`src/rtl/counter_hex_input.sv`:
```
// Debounced push-button hex counter: synchronizes and filters a bouncing key,
// steps a 4-bit count once per accepted press, with load and wrap reporting.
//
// state        | meaning
// RELEASED     | key idle, waiting for a synchronized low
// PRESS_WAIT   | low seen, waiting for the debouncer to accept the press
// PRESSED      | press accepted (step issued), waiting for a synchronized high
// RELEASE_WAIT | high seen, waiting for the debouncer to accept the release
module counter_hex_input #(
  parameter int         DEBOUNCE_CYCLES = 500000,
  parameter logic [3:0] RESET_VALUE     = 4'h0
) (
  input  logic       i_clk,
  input  logic       i_reset,
  input  logic       i_key_n,
  input  logic       i_down,
  input  logic       i_load,
  input  logic [3:0] i_load_value,
  output logic [3:0] o_count,
  output logic       o_step,
  output logic       o_wrap
);

  localparam int            CW       = $clog2(DEBOUNCE_CYCLES + 1);
  localparam logic [CW-1:0] CNT_LAST = CW'(DEBOUNCE_CYCLES - 1);

  localparam logic [1:0] RELEASED     = 2'd0;
  localparam logic [1:0] PRESS_WAIT   = 2'd1;
  localparam logic [1:0] PRESSED      = 2'd2;
  localparam logic [1:0] RELEASE_WAIT = 2'd3;

  logic          sync1_q, sync2_q;
  logic          acc_q, acc_d;
  logic [CW-1:0] cnt_q, cnt_d;
  logic [1:0]    state_q, state_d;
  logic          step_go;
  logic [3:0]    count_q, count_d;
  logic          step_q, step_d;
  logic          wrap_q, wrap_d;

  // Synchronizer idles high so a key held through reset still reads as a fresh press.
  always_ff @(posedge i_clk) begin
    if (i_reset) begin
      sync1_q <= 1'b1;
      sync2_q <= 1'b1;
    end else begin
      sync1_q <= i_key_n;
      sync2_q <= sync1_q;
    end
  end

  always_comb begin
    acc_d = acc_q;
    cnt_d = '0;
    if (sync2_q != acc_q) begin
      if (cnt_q == CNT_LAST) acc_d = ~acc_q;
      else                   cnt_d = cnt_q + CW'(1);
    end
  end

  // Acceptance wins over a late bounce in the same cycle: the press still counts.
  always_comb begin
    state_d = state_q;
    step_go = 1'b0;
    case (state_q)
      RELEASED:     if (!sync2_q) state_d = PRESS_WAIT;
      PRESS_WAIT: begin
        if (!acc_q) begin
          state_d = PRESSED;
          step_go = 1'b1;
        end else if (sync2_q) begin
          state_d = RELEASED;
        end
      end
      PRESSED:      if (sync2_q) state_d = RELEASE_WAIT;
      RELEASE_WAIT: begin
        if (acc_q)         state_d = RELEASED;
        else if (!sync2_q) state_d = PRESSED;
      end
      default:      state_d = RELEASED;
    endcase
  end

  // A load swallows a coincident step entirely.
  always_comb begin
    count_d = count_q;
    step_d  = 1'b0;
    wrap_d  = 1'b0;
    if (i_load) begin
      count_d = i_load_value;
    end else if (step_go) begin
      step_d = 1'b1;
      if (i_down) begin
        count_d = count_q - 4'd1;
        wrap_d  = (count_q == 4'h0);
      end else begin
        count_d = count_q + 4'd1;
        wrap_d  = (count_q == 4'hF);
      end
    end
  end

  always_ff @(posedge i_clk) begin
    if (i_reset) begin
      acc_q   <= 1'b1;
      cnt_q   <= '0;
      state_q <= RELEASED;
      count_q <= RESET_VALUE;
      step_q  <= 1'b0;
      wrap_q  <= 1'b0;
    end else begin
      acc_q   <= acc_d;
      cnt_q   <= cnt_d;
      state_q <= state_d;
      count_q <= count_d;
      step_q  <= step_d;
      wrap_q  <= wrap_d;
    end
  end

  assign o_count = count_q;
  assign o_step  = step_q;
  assign o_wrap  = wrap_q;

endmodule

```
`config.mk`:
```
export PLATFORM = sky130hd
export DESIGN_NAME = counter_hex_input
export DESIGN_NICKNAME = d
export VERILOG_FILES = /design/src/rtl/counter_hex_input.sv
export SDC_FILE = /design/constraint.sdc
export NUM_CORES = 1
export LEC_CHECK = 0
export CAP_MARGIN = 30
export CORE_ASPECT_RATIO = 0.7
export CORE_MARGIN = 3
export CORE_UTILIZATION = 59
export CTS_CLUSTER_SIZE = 8
export DETAILED_ROUTE_END_ITERATION = 7
export PLACE_DENSITY_LB_ADDON = 0.3
export SLEW_MARGIN = 30
export SYNTH_ARGS = -nofsm -noshare
export SYNTH_HDL_FRONTEND = slang
export SYNTH_SLANG_ARGS = --single-unit
```
`constraint.sdc`:
```
create_clock -name i_clk -period 5.5 [get_ports i_clk]
set_input_delay 1.1 -clock i_clk [delete_from_list [all_inputs] [get_ports i_clk]]
set_output_delay 1.1 -clock i_clk [all_outputs]
set_load 0.005 [all_outputs]
```
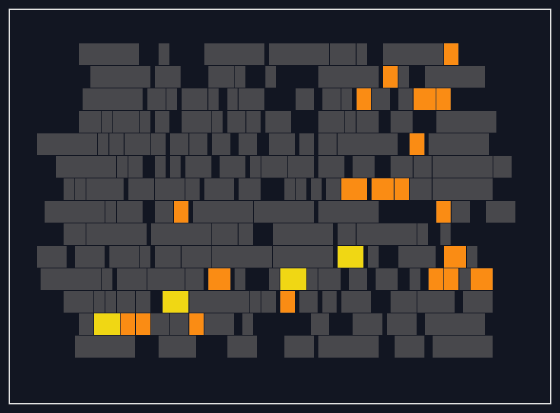
Run 1: logic cells by family
colour	family	cells
yellow	AND-OR and OR-AND gates	4
orange	inverting AOI/OAI gates	20
fraction of area in multi-input gates: 48.27%
count of non-filler cells in the finished layout: 215
most frequent logic cell in the layout: sky130_fd_sc_hd__dfxtp_1

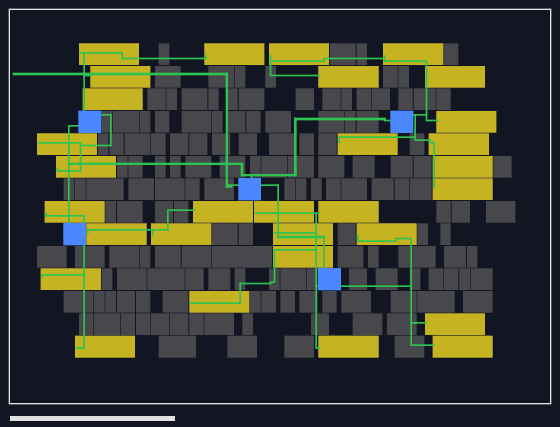
Run 1: clock wires, drivers and flops
Scale bar: 20 µm.
[green] clock wires | length: 365 µm
[blue] cells driving clock nets | count: 5
[yellow] flip-flops | count: 30
routed clock nets	6
Clk. pwr: 0.119 mW
clock group share of total power: 32.2%
insertion delay at the late pin of the worst-skew pair: 330 ps

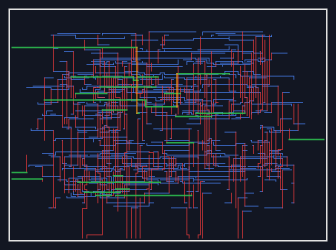
Run 1: signal wires by layer
colour	layer	wire length
orange	met4	20.4 µm
red	met2	1,340 µm
blue	met1	1,440 µm
green	met3	198 µm
overall global routing resource usage: 21.31%
routed vias: 1,228
Avg WL per Cell: 13.96 µm

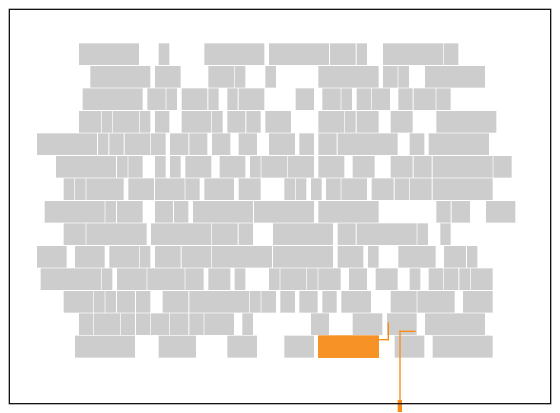
Run 1: port wiring
colour	port	direction	edge	end cells	buffers	wire
orange	`o_step`	output	south	1	1	13.6 µm
number of primary I/O pins: 15
count of port buffers added during placement: 14

==> results.txt, run 1 <==
Flow results are below.

- The shortest clock period the worst path allows after layout is about 2700 ps, for reference.
- Summed over all instances, the cell type with the most area after synthesis is sky130_fd_sc_hd__dfxtp_1.
- The number of placement rows is 14, for reference.
- The transition time recorded at the tightest slew-check pin is 718.1 ps.
- The startpoint of the worst register-to-register path is cnt_q[0]$_SDFF_PP0_, for reference.
- Combinational cells account for between 7 and 8% of the total power.
- The data required time of the worst path is between 5000 and 6000 ps, for reference.
- The first-pass GRT wire length is 4.850 mm, for reference.
- Entering global routing, the biggest net connects 19 pins.
- The count of fill cells added during filler insertion is 192, for reference.
- The number of sinks handled by clock tree synthesis is 30, for reference.
- The cell-internal power is 0.2810 mW, for reference.
- The count of flip-flops with a built-in enable after synthesis is 0, for reference.
- The worst path arrival time is around 2900 ps, for reference.
- Compared with the post-synthesis result, the final layout area differs by 14.21%.
- The final clock skew is roughly 16 ps, for reference.
- The DRC marker count from the first detailed-route iteration is 45, for reference.
- The final tally of hold violations is 0, for reference.
- The relative slew slack is 52.12%, for reference.
- Derived from the worst setup path, the maximum achievable clock frequency is 377.3 MHz.
- The final-report setup violation count is 0, for reference.
- The proportion of total power due to net switching is ~24%, for reference.
- The area taken by flip-flops and latches is around 600 µm², for reference.
- The total power divided by cell area is about 220 nW/µm², for reference.
- The setup TNS is 0 ps, for reference.
- Per the final report, max-transition violations number 0.
- The number of global-route vias before repair is 1,072, for reference.
- Per the synthesis report, the single largest cell type by area occupies between 40% and 50% of cell area.
- The mean instance size in the synthesized netlist is between 8 and 9 µm², for reference.
- The worst setup path is launched from a primary input.
- In the final design database the tool counted a little under 200 nets.
- The minimum setup slack after placement is 2541 ps, for reference.
- Of the cells placed in the final design, the portion with a size suffix greater than 1 is under 10%.
- The total number of yosys warnings is 0, for reference.
- The net switching power is 0.08960 mW, for reference.
- The leakage power of the design is between 0.5 and 0.6 nW, for reference.
- The TritonCTS clock tree is built, for reference.
- RePlAce ended its routability-driven mode at a weighted congestion of approximately 0.75.
- The sequential fraction of the synthesis area is between 40% and 50%, for reference.
- The worst setup path is captured at a flip-flop.
- Buffers inserted during clock tree synthesis total 5.
- The gate-level netlist out of Yosys references 35 unique cell types.
- The number of warnings in the stage logs is 27, for reference.
- The dominant synthesized flop cell is sky130_fd_sc_hd__dfxtp_1, for reference.
- The maximum buffer depth of the clock tree is 2, for reference.
- In the post-synthesis netlist, the cell with the most instances is sky130_fd_sc_hd__dfxtp_1.
- The total standard cell area after synthesis is about 1500 µm², for reference.
- The share of the clock period used by the worst path after layout is a little under 50%, for reference.
- The final routed DRC violation total is 0, for reference.
- The initial core utilization is 64.79%, for reference.
- The maximum fanout encountered on the critical timing path is 7, for reference.
- Note, the detailed placer reported a final HPWL of approximately 2.3 mm.
- For this design, Yosys synthesis ends with a cell count of ~170.
- The flow ran to the end, and the final reports show no timing, DRC or antenna violations.
- The async set-reset flop share out of synthesis is 0%, for reference.
- The peak ir drop on the vdd network is 0.0001850 V, for reference.
- On the reported timing paths, the clock transition at the registers reads 90 ps.
- For this run, the detailed router reports a per-instance via density of 5.712.
- The number of instances in the synthesized netlist is between 150 and 200, for reference.
- For reference, the top cells by area after synthesis are sky130_fd_sc_hd__dfxtp_1 41%, sky130_fd_sc_hd__nor2_1 5.7%, sky130_fd_sc_hd__xor2_1 4.8%, sky130_fd_sc_hd__ha_1 4.3%, sky130_fd_sc_hd__xnor2_1 4.2%.
- The critical path starts at i_down.
- The initial antenna violation count is 0, for reference.
- Summed over all layers, the global routing overflow is 0.
- The setup slack after layout is 2850 ps, for reference.
- The final antenna diode tally reported by the flow is 0.
- The area of combinational cells with multiple inputs is about 800 µm², for reference.
-- run 1: placed cells by master (no fill, tap or decap), drive strengths merged --
cell type and instances:
clkinv 2, o31ai 2, and2 1, a211o 2, nor4 5, o31a 2
nor4b 2, or3b 1, nor3 4, inv 8, and4 3, o21ai 5
or3 4, clkbuf 5, a211oi 3, mux2i 2, nor3b 2, nand4 6
nand3 9, ha 5, fa 1, nand3b 1, nor2b 2, a21oi 10
xnor2 7, or4 2, nand2 9, clkdlybuf4s50 14, and3 2, or2 2
dfxtp 30, xor2 8, nor2 22
-- run 1: registers in the layout (all words and copies together), names as in the netlist, named ones only --
| register | flops |
|---|---|
| state_q | 1 |
| acc_q | 1 |
| o_wrap | 1 |
| sync2_q | 1 |
| sync1_q | 1 |
| o_count | 4 |
| cnt_q | 19 |
| o_step | 1 |
-- run 1: cells by family (layout without fill, tap and decap cells) --
family	after synthesis	in the layout	synth area share, %
XOR/XNOR	15	15	9.044
buffers and inverters	13	29	3.531
AND/OR/NAND/NOR	77	77	28.60
flip-flops	30	30	41.34
multiplexers	2	2	1.378
AND-OR/OR-AND	24	24	10.42
adder cells (fa/ha/maj)	6	6	5.685
-- run 1: area by class of cell --
class	count	share of cell area [%]
well taps	32	2.413
repair buffers	14	8.446
inverters	8	1.810
clock inverters	2	0.6033
flip-flops and latches	30	36.20
clock buffers	5	2.262
multi-input cells	124	48.27
-- run 1: layer usage --
metal	up-vias	track usage (%)	share of wire (%)
met5	-	0	0
met4	0	7.438	0.67
met3	4	7.042	6.6
met2	38	35.21	45
met1	562	26.86	48
li1	624	-	-
-- run 1: power groups by stage --
stage	Sequential (mW)	Clock, mW	Combinational (mW)
floorplan	0.228	0	0.0143
global placement	0.228	0	0.0259
detailed placement	0.229	0	0.0275
CTS	0.224	0.120	0.0276
global route	0.224	0.132	0.0300
finish	0.224	0.119	0.0275
-- run 1: critical path, cell delays in order --
cell and delay [ps]:
sky130_fd_sc_hd__clkdlybuf4s50_1 540, sky130_fd_sc_hd__ha_1 410, sky130_fd_sc_hd__a21oi_1 110, sky130_fd_sc_hd__a211o_1 310, sky130_fd_sc_hd__and3_1 170, sky130_fd_sc_hd__o31a_1 220
-- run 1: final timing paths --
path,endpoint,slack (ps),depth (start not counted)
hold reg to reg,sync2_q$_SDFF_PP1_,430,1
setup reg to reg,cnt_q[5]$_SDFF_PP0_,3590,5
hold / removal,sync2_q$_SDFF_PP1_,430,1
setup / recovery,o_count[3]$_SDFFE_PP0P_,2850,6
-- run 1: per-stage QoR --
step	cells	total power [mW]	utilization [%]	instance area, µm²	hold WS (ps)
after floorplan	167	0.2423	-	1453	389.5
after global placement	208	0.2543	71.88	1612	402.0
after detailed placement	208	0.2560	71.88	1612	409.1
after CTS	215	0.3713	74.00	1659	434.8
after global routing	215	0.3858	74.00	1659	451.1
final	215	0.3705	74.00	1659	434.4
==> run 2: changes to the inputs <==
Settings changed: CORE_UTILIZATION 59 to 50.
Clock period 5.5 ns to 2.3 ns, I/O delays scaled along.
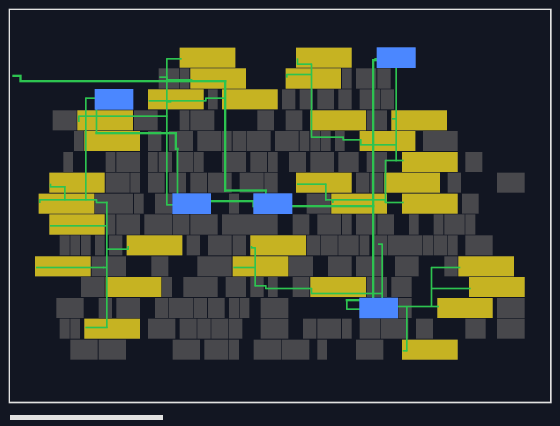
Run 2: clock wires, drivers and flops
Scale bar: 20 µm.
clock group share of total power: 42.2%
Worst Clk Skew: 3.213 ps
insertion delay at the late pin of the worst-skew pair: 280 ps
Clk. pwr: 0.442 mW

==> results.txt, run 2 <==
Flow results are below.

- Status: complete, no violations (unchanged).
- The total number of vias is 1,238 (was 1,228), for reference.
- The final count of pins violating max slew was 0 (unchanged).
- The total number of yosys warnings is 0 (unchanged), for reference.
- The cell with the biggest individual delay on the critical path was sky130_fd_sc_hd__clkdlybuf4s50_1 (unchanged).
- The mean instance size in the synthesized netlist came to 8.698 µm² (unchanged).
- The largest combinational cell category by area is simple AND/OR/NAND/NOR gates (unchanged), for reference.
- The most common cell after layout, fill and taps aside is sky130_fd_sc_hd__dfxtp_1 (unchanged).
- The initial core utilization is 55.68% (was 64.79%), for reference.
- The count of flip-flops with a built-in enable after synthesis is 0 (unchanged), for reference.
- The TritonCTS clock tree is built (unchanged).
- The total standard cell area after synthesis came to 1453 µm² (unchanged).
- The minimum setup slack after placement is 14.27 ps (was 2541 ps).
- For the finished layout, the period the worst path requires is between 1500 and 2000 ps.
- The slew at the pin with the worst max-slew slack is 460.7 ps (was 718.1 ps), for reference.
- The fraction of layout cells with a size suffix above 1 is 8.556% (was 6.557%), for reference.
- The maximum fanout encountered on the critical timing path came to 7 (unchanged).
- The wire length reported by the detailed router is 3.120 mm (was 3.002 mm), for reference.
- The leakage power of the design is 0.5783 nW (was 0.5474 nW), for reference.
- Area contributors post-synth: sky130_fd_sc_hd__dfxtp_1 41%, sky130_fd_sc_hd__nor2_1 5.7%, sky130_fd_sc_hd__xor2_1 4.8%, sky130_fd_sc_hd__ha_1 4.3%, sky130_fd_sc_hd__xnor2_1 4.2% (unchanged).
- The total grt overflow is 0 (unchanged), for reference.
- The setup slack after layout is 302.6 ps (was 2850 ps), for reference.
- The number of placement rows is 15 (was 14).
- The global routing met1 resource utilization was 24.52% (was 26.86%).
- Cell breakdown of the critical path: clkdlybuf4s50_1 -> ha_1 -> a21oi_1 -> a211o_1 -> and3_1 -> o31a_1 (unchanged).
- The relative slew slack is 69.00% (was 52.12%), for reference.
- The number of cells in Yosys stat came to 167 (unchanged).
- The async set-reset flop share out of synthesis came to 0% (unchanged).
- The number of instances in the synthesized netlist came to 167 (unchanged).
- The synthesized net count is 182 (unchanged), for reference.
- The flip-flop count of the largest register after layout is 19 (unchanged), for reference.
- The routed wirelength normalized by instance count was 14.12 µm (was 13.96 µm).
- The distinct cell type count after synthesis was 35 (unchanged).
- The peak per-stage delay on the critical path is 530 ps (was 540 ps), for reference.
- The pin count of the biggest net entering global routing is 19 (unchanged).
- The growth of design area from synthesis to finish was 19.21% (was 14.21%).
- The clock transition at the register clock pins on the worst setup and hold paths after CTS is 60 ps (was 90 ps), for reference.
- The kind of end point of the critical path is a flip-flop (unchanged).
- The met3 routing resource usage after global routing is 7.073% (was 7.042%).
- The number of antenna repair diodes came to 0 (unchanged).
- The multiplexer fraction of the synthesized cell area is 1.378% (unchanged), for reference.
- The data required time of the worst path was 2480 ps (was 5720 ps).
- The final routed DRC violation total was 0 (unchanged).
- The via-per-instance ratio is 5.602 (was 5.712), for reference.
- The most frequent cell after synthesis is sky130_fd_sc_hd__dfxtp_1 (unchanged), for reference.
- The library cell with the largest summed area after synthesis is sky130_fd_sc_hd__dfxtp_1 (unchanged), for reference.
- The final tally of hold violations is 0 (unchanged), for reference.
- The class of the worst hold path was reg2reg (unchanged).
- The adder-cell share of the synthesized area is 5.685% (unchanged), for reference.
- The most crowded layer after global routing is met2 (unchanged), for reference.
- Top Layout Cells: 30 x sky130_fd_sc_hd__dfxtp_1, 22 x sky130_fd_sc_hd__nor2_1, 14 x sky130_fd_sc_hd__clkdlybuf4s50_1 (unchanged).
- The area of the chip is 3598 µm² (was 3103 µm²).
- The number of buffers created by CTS is 5 (unchanged), for reference.
- The setup TNS is 0 ps (unchanged), for reference.
- The startpoint class of the critical path is a primary input (unchanged), for reference.
- The number of global-route vias before repair was 1,167 (was 1,072).
- The DRC marker count from the first detailed-route iteration came to 52 (was 45).
- The kind of critical path is in2reg (unchanged), for reference.
- The I/O pin count was 15 (unchanged).
- The placer's final routability congestion estimate was 0.8155 (was 0.7540).
- The post-synthesis share of cell area spent on and-or and or-and gates is 10.42% (unchanged), for reference.
- The number of buffers added on ports is 14 (unchanged).
- The maximum buffer depth of the clock tree was 2 (unchanged).
- The dominant synthesized flop cell was sky130_fd_sc_hd__dfxtp_1 (unchanged).
- The worst path arrival time came to 2170 ps (was 2870 ps).
- The setup fix buffers added after clock tree synthesis is 0 (unchanged).
- The width of the die came to 70.43 µm (was 65.31 µm).
- The peak ir drop on the vdd network is 0.0005080 V (was 0.0001850 V), for reference.
- The proportion of netlist area held by the largest area contributor came to 41.34% (unchanged).
- The sequential fraction of the synthesis area is 41.34% (unchanged).
- The first-pass GRT wire length is 5.402 mm (was 4.850 mm), for reference.
- The simple logic cell fraction of the synthesized area is 28.60% (unchanged), for reference.
- The floorplan die height is 51.10 µm (was 47.52 µm), for reference.
- Of the available clock period, the critical path in the final layout requires between 80% and 90%.
- The met2 routing resource usage after global routing is 31.06% (was 35.21%), for reference.
- The register ranked first by flip-flop count is cnt_q (unchanged), for reference.
- The HPWL reported at the end of detailed placement is 2.306 mm (was 2.279 mm), for reference.
- The number of buffers added to fix hold violations after cts came to 0 (unchanged).
- The net total in the final layout is 201 (was 198), for reference.
- The number of sinks handled by clock tree synthesis was 30 (unchanged).
- The global routing usage summed across all routing layers is 19.73% (was 21.31%), for reference.
- The max-cap violation count was 0 (unchanged).
- The number of warnings in the stage logs is 27 (unchanged), for reference.
- The area fraction in xor and xnor cells came to 9.044% (unchanged).
- The initial antenna violation count is 0 (unchanged), for reference.
- The total power divided by cell area came to 604.2 nW/µm² (was 223.3 nW/µm²).
- The maximum clock frequency is 500.7 MHz, for reference.
- The final-report setup violation count came to 0 (unchanged).
[run 2: cell counts after synthesis]
Identical to the previous run, type by type.
[run 2: final cells by class]
type                    instances  area [µm²]
clock inverters                 2       12.51
flip-flops and latches         30       600.6
well taps                      34       42.54
repair buffers                 17       162.7
clock buffers                   6       82.58
fillers                       218       877.1
inverters                       8       30.03
multi-input cells             124       800.8
[run 2: power by group]
group          internal [mW]  switching, mW
logic                 0.0381         0.0311
registers              0.527        0.00851
clock network          0.240          0.202
[run 2: worst max-delay path, delay by kind of cell]
kind / cells / cell delay, ps
AOI/OAI and AO/OA: 3 / 610
buffers and inverters: 1 / 530
adders and majority gates: 1 / 390
and+or+nand+nor: 1 / 170
[run 2: worst paths after layout]
check | from | endpoint | slack, ps | depth (start not counted)
worst min-delay path | sync1_q$_SDFF_PP1_ | sync2_q$_SDFF_PP1_ | 420 | 1
worst min register to register | sync1_q$_SDFF_PP1_ | sync2_q$_SDFF_PP1_ | 420 | 1
worst max-delay path | i_down | o_count[3]$_SDFFE_PP0P_ | 300 | 6
worst max register to register | cnt_q[5]$_SDFF_PP0_ | cnt_q[17]$_SDFF_PP0_ | 500 | 4
[run 2: metal layers]
layer  part of all wire, %  up-vias
li1                      -      630
met1                    48      571
met2                    45       32
met3                   5.5        5
met4                   1.4        0
met5                     0        -
[run 2: cells by family after synthesis]
family	Yosys count
buffers and inverters	13
XOR/XNOR	15
adder cells (fa/ha/maj)	6
AND-OR/OR-AND	24
AND/OR/NAND/NOR	77
flip-flops	30
multiplexers	2
[run 2: stage by stage]
stage / instance area [µm²] / hold WS [ps] / util (%) / total power, mW / std cells
floorplan: 1453 / 389.5 / - / 0.5795 / 167
global placement: 1637 / 403.2 / 62.73 / 0.6110 / 213
detailed placement: 1637 / 403.8 / 62.73 / 0.6155 / 213
CTS: 1732 / 423.9 / 66.38 / 1.055 / 221
global route: 1732 / 432.1 / 66.38 / 1.088 / 221
finish: 1732 / 419.7 / 66.38 / 1.046 / 221
Run 2, port wiring:
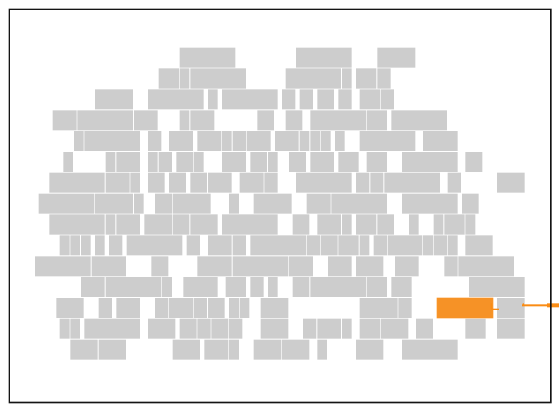

==> run 3: changes to the inputs <==
Settings changed: CORE_UTILIZATION 50 to 55, SETUP_SLACK_MARGIN set to 0.1.
Clock period 2.3 ns to 2.1 ns, I/O delays scaled along.
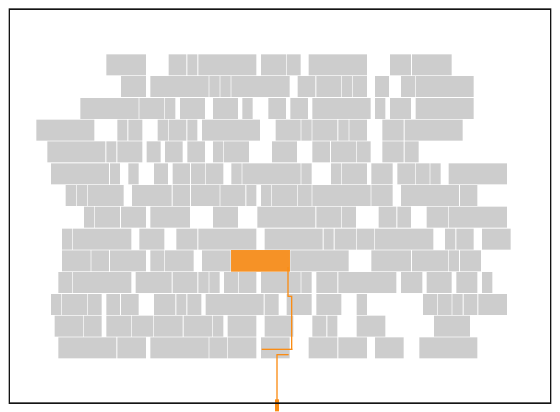
Run 3: port wiring
colour	port	direction	edge	end cells	buffers	wire
orange	`o_step`	output	south	1	1	21.3 µm

==> results.txt, run 3 <==
Flow results are below.

- Status: complete, no violations (unchanged).
- The most common cell after layout, fill and taps aside is sky130_fd_sc_hd__dfxtp_1 (unchanged), for reference.
- The distinct cell type count after synthesis is 35 (unchanged), for reference.
- The width of the die is 67.43 µm (was 70.43 µm), for reference.
- The setup fix buffers added after clock tree synthesis is 0 (unchanged), for reference.
- The register ranked first by flip-flop count is cnt_q (unchanged), for reference.
- The final clock skew was 6.790 ps (was 3.213 ps).
- The area of the chip is 3304 µm² (was 3598 µm²).
- The final routed DRC violation total came to 0 (unchanged).
- The number of instances in the synthesized netlist came to 167 (unchanged).
- The slew at the pin with the worst max-slew slack is 383.6 ps (was 460.7 ps), for reference.
- The HPWL reported at the end of detailed placement was 2.244 mm (was 2.306 mm).
- The global routing usage summed across all routing layers is 22.17% (was 19.73%), for reference.
- The final timing summary puts the cycle share of the worst path at around 92%.
- The TritonCTS clock tree was built (unchanged).
- The relative slew slack is 74.19% (was 69.00%), for reference.
- The setup slack after layout came to 163.2 ps (was 302.6 ps).
- The net total in the final layout is 203 (was 201).
- The count of flip-flops with a built-in enable after synthesis is 0 (unchanged), for reference.
- The class of the worst hold path is reg2reg (unchanged).
- The kind of critical path is in2reg (unchanged).
- The setup TNS is 0 ps (unchanged), for reference.
- The flip-flop count of the largest register after layout came to 19 (unchanged).
- The mean instance size in the synthesized netlist was 8.698 µm² (unchanged).
- The number of instances in the placed design is 213 (unchanged), for reference.
- The shortest clock period the worst path allows after layout is just under 2000 ps, for reference.
- The initial antenna violation count is 0 (unchanged), for reference.
- The routed wirelength normalized by instance count came to 14.54 µm (was 14.12 µm).
- The number of buffers added to fix hold violations after cts is 0 (unchanged), for reference.
- The DRC marker count from the first detailed-route iteration is 99 (was 52), for reference.
- The synthesized net count is 182 (unchanged), for reference.
- The number of global-route vias before repair is 1,183 (was 1,167), for reference.
- The number of cells in Yosys stat is 167 (unchanged), for reference.
- The I/O pin count is 15 (unchanged), for reference.
- The maximum buffer depth of the clock tree came to 2 (unchanged).
- The floorplan die height is 49 µm (was 51.10 µm), for reference.
- The source-to-sink clock delay at the later pin of the worst-skew pair was 280 ps (about the same).
- The placer's final routability congestion estimate is 0.7994 (was 0.8155).
- The startpoint class of the critical path is a primary input (unchanged), for reference.
- The number of sinks handled by clock tree synthesis is 30 (unchanged), for reference.
- The final-report setup violation count is 0 (unchanged), for reference.
- The maximum clock frequency is slightly above 500 MHz, for reference.
- The peak ir drop on the vdd network is 0.0004171 V (was 0.0005080 V), for reference.
- The total standard cell area after synthesis is 1453 µm² (unchanged), for reference.
- The total number of yosys warnings came to 0 (unchanged).
- The total grt overflow was 0 (unchanged).
- The wire length reported by the detailed router is 3.185 mm (was 3.120 mm).
- The proportion of netlist area held by the largest area contributor is 41.34% (unchanged), for reference.
- The most frequent cell after synthesis is sky130_fd_sc_hd__dfxtp_1 (unchanged).
- The pin count of the biggest net entering global routing came to 19 (unchanged).
- The clock transition at the register clock pins on the worst setup and hold paths after CTS is 60 ps (about the same), for reference.
- The number of buffers created by CTS is 5 (unchanged), for reference.
- The first-pass GRT wire length is 5.382 mm (was 5.402 mm), for reference.
- The initial core utilization came to 62.35% (was 55.68%).
- The data required time of the worst path is 2280 ps (was 2480 ps), for reference.
- The number of placement rows is 14 (was 15), for reference.
- The leakage power of the design was 0.5846 nW (was 0.5783 nW).
- Area contributors post-synth: sky130_fd_sc_hd__dfxtp_1 41%, sky130_fd_sc_hd__nor2_1 5.7%, sky130_fd_sc_hd__xor2_1 4.8%, sky130_fd_sc_hd__ha_1 4.3%, sky130_fd_sc_hd__xnor2_1 4.2% (unchanged).
- The dominant synthesized flop cell is sky130_fd_sc_hd__dfxtp_1 (unchanged), for reference.
- The total power of the final layout is 1.119 mW (was 1.046 mW).
- The number of antenna repair diodes is 0 (unchanged), for reference.
- The library cell with the largest summed area after synthesis was sky130_fd_sc_hd__dfxtp_1 (unchanged).
- The worst path arrival time came to 2110 ps (was 2170 ps).
- The growth of design area from synthesis to finish was 19.47% (was 19.21%).
- The number of standard cells in the final layout excluding fillers was 219 (was 221).
- The sequential fraction of the synthesis area is 41.34% (unchanged), for reference.
- The maximum fanout encountered on the critical timing path is 6 (was 7), for reference.
- The max-cap violation count is 0 (unchanged), for reference.
- The number of warnings in the stage logs is 27 (unchanged), for reference.
- The via-per-instance ratio is 5.881 (was 5.602), for reference.
==> run 3: worst max-delay path, stage by stage <==
cell and delay, ps:
sky130_fd_sc_hd__clkdlybuf4s50_1 520, sky130_fd_sc_hd__ha_1 400, sky130_fd_sc_hd__nand3_1 110, sky130_fd_sc_hd__a211o_1 280
sky130_fd_sc_hd__and3_1 170, sky130_fd_sc_hd__o31a_1 230
==> run 3: path summary, 6_finish.rpt <==
check / slack (ps) / to / start / depth (start not counted)
setup reg to reg: 270 / cnt_q[17]$_SDFF_PP0_ / cnt_q[2]$_SDFF_PP0_ / 4
setup / recovery: 160 / o_count[3]$_SDFFE_PP0P_ / i_down / 6
hold / removal: 420 / sync2_q$_SDFF_PP1_ / sync1_q$_SDFF_PP1_ / 1
hold reg to reg: 420 / sync2_q$_SDFF_PP1_ / sync1_q$_SDFF_PP1_ / 1
==> run 3: power by group <==
| part | total (mW) | switching, mW | internal (mW) | leakage [nW] |
|---|---|---|---|---|
| combinational | 0.0789 | 0.0336 | 0.0453 | 0.298 |
| clock | 0.451 | 0.199 | 0.252 | 0.0431 |
| sequential | 0.588 | 0.0111 | 0.577 | 0.243 |
| total | 1.12 | 0.244 | 0.875 | 0.585 |
==> run 3: final cells by class <==
cell class | instances | area, µm²
Tap cell | 32 | 40.04
Timing Repair Buffer | 19 | 177.7
Inverter | 8 | 30.03
Clock buffer | 6 | 82.58
Fill cell | 163 | 594.3
Multi-Input combinational cell | 124 | 804.5
Sequential cell | 30 | 600.6
==> run 3: cell families (layout without fill, tap and decap cells) <==
kind of cell	count (synthesis)	in the layout	synth area share [%]
AND/OR/NAND/NOR	77	77	28.60
flip-flops	30	30	41.34
AND-OR/OR-AND	24	24	10.42
XOR/XNOR	15	15	9.044
buffers and inverters	13	33	3.531
adder cells (fa/ha/maj)	6	6	5.685
multiplexers	2	2	1.378
==> run 3: routing by layer <==
layer  vias to the layer above  wire length [µm]  GRT usage [%]
li1                        635                 -              -
met1                       605              1448          28.55
met2                        41              1462          31.81
met3                         7               210          9.908
met4                         0                63          9.091
met5                         -                 0              0
==> run 3: per-stage QoR <==
step / hold slack [ps] / utilization (%) / area, µm²
after detailed placement: 404.1 / 70.78 / 1649
after global routing: 431.6 / 74.49 / 1735
after CTS: 421.6 / 74.33 / 1732
after floorplan: 389.5 / - / 1453
final: 415.2 / 74.49 / 1735
after global placement: 401.6 / 70.78 / 1649
No activity file was given, so power comes from the tool's default toggle rates.
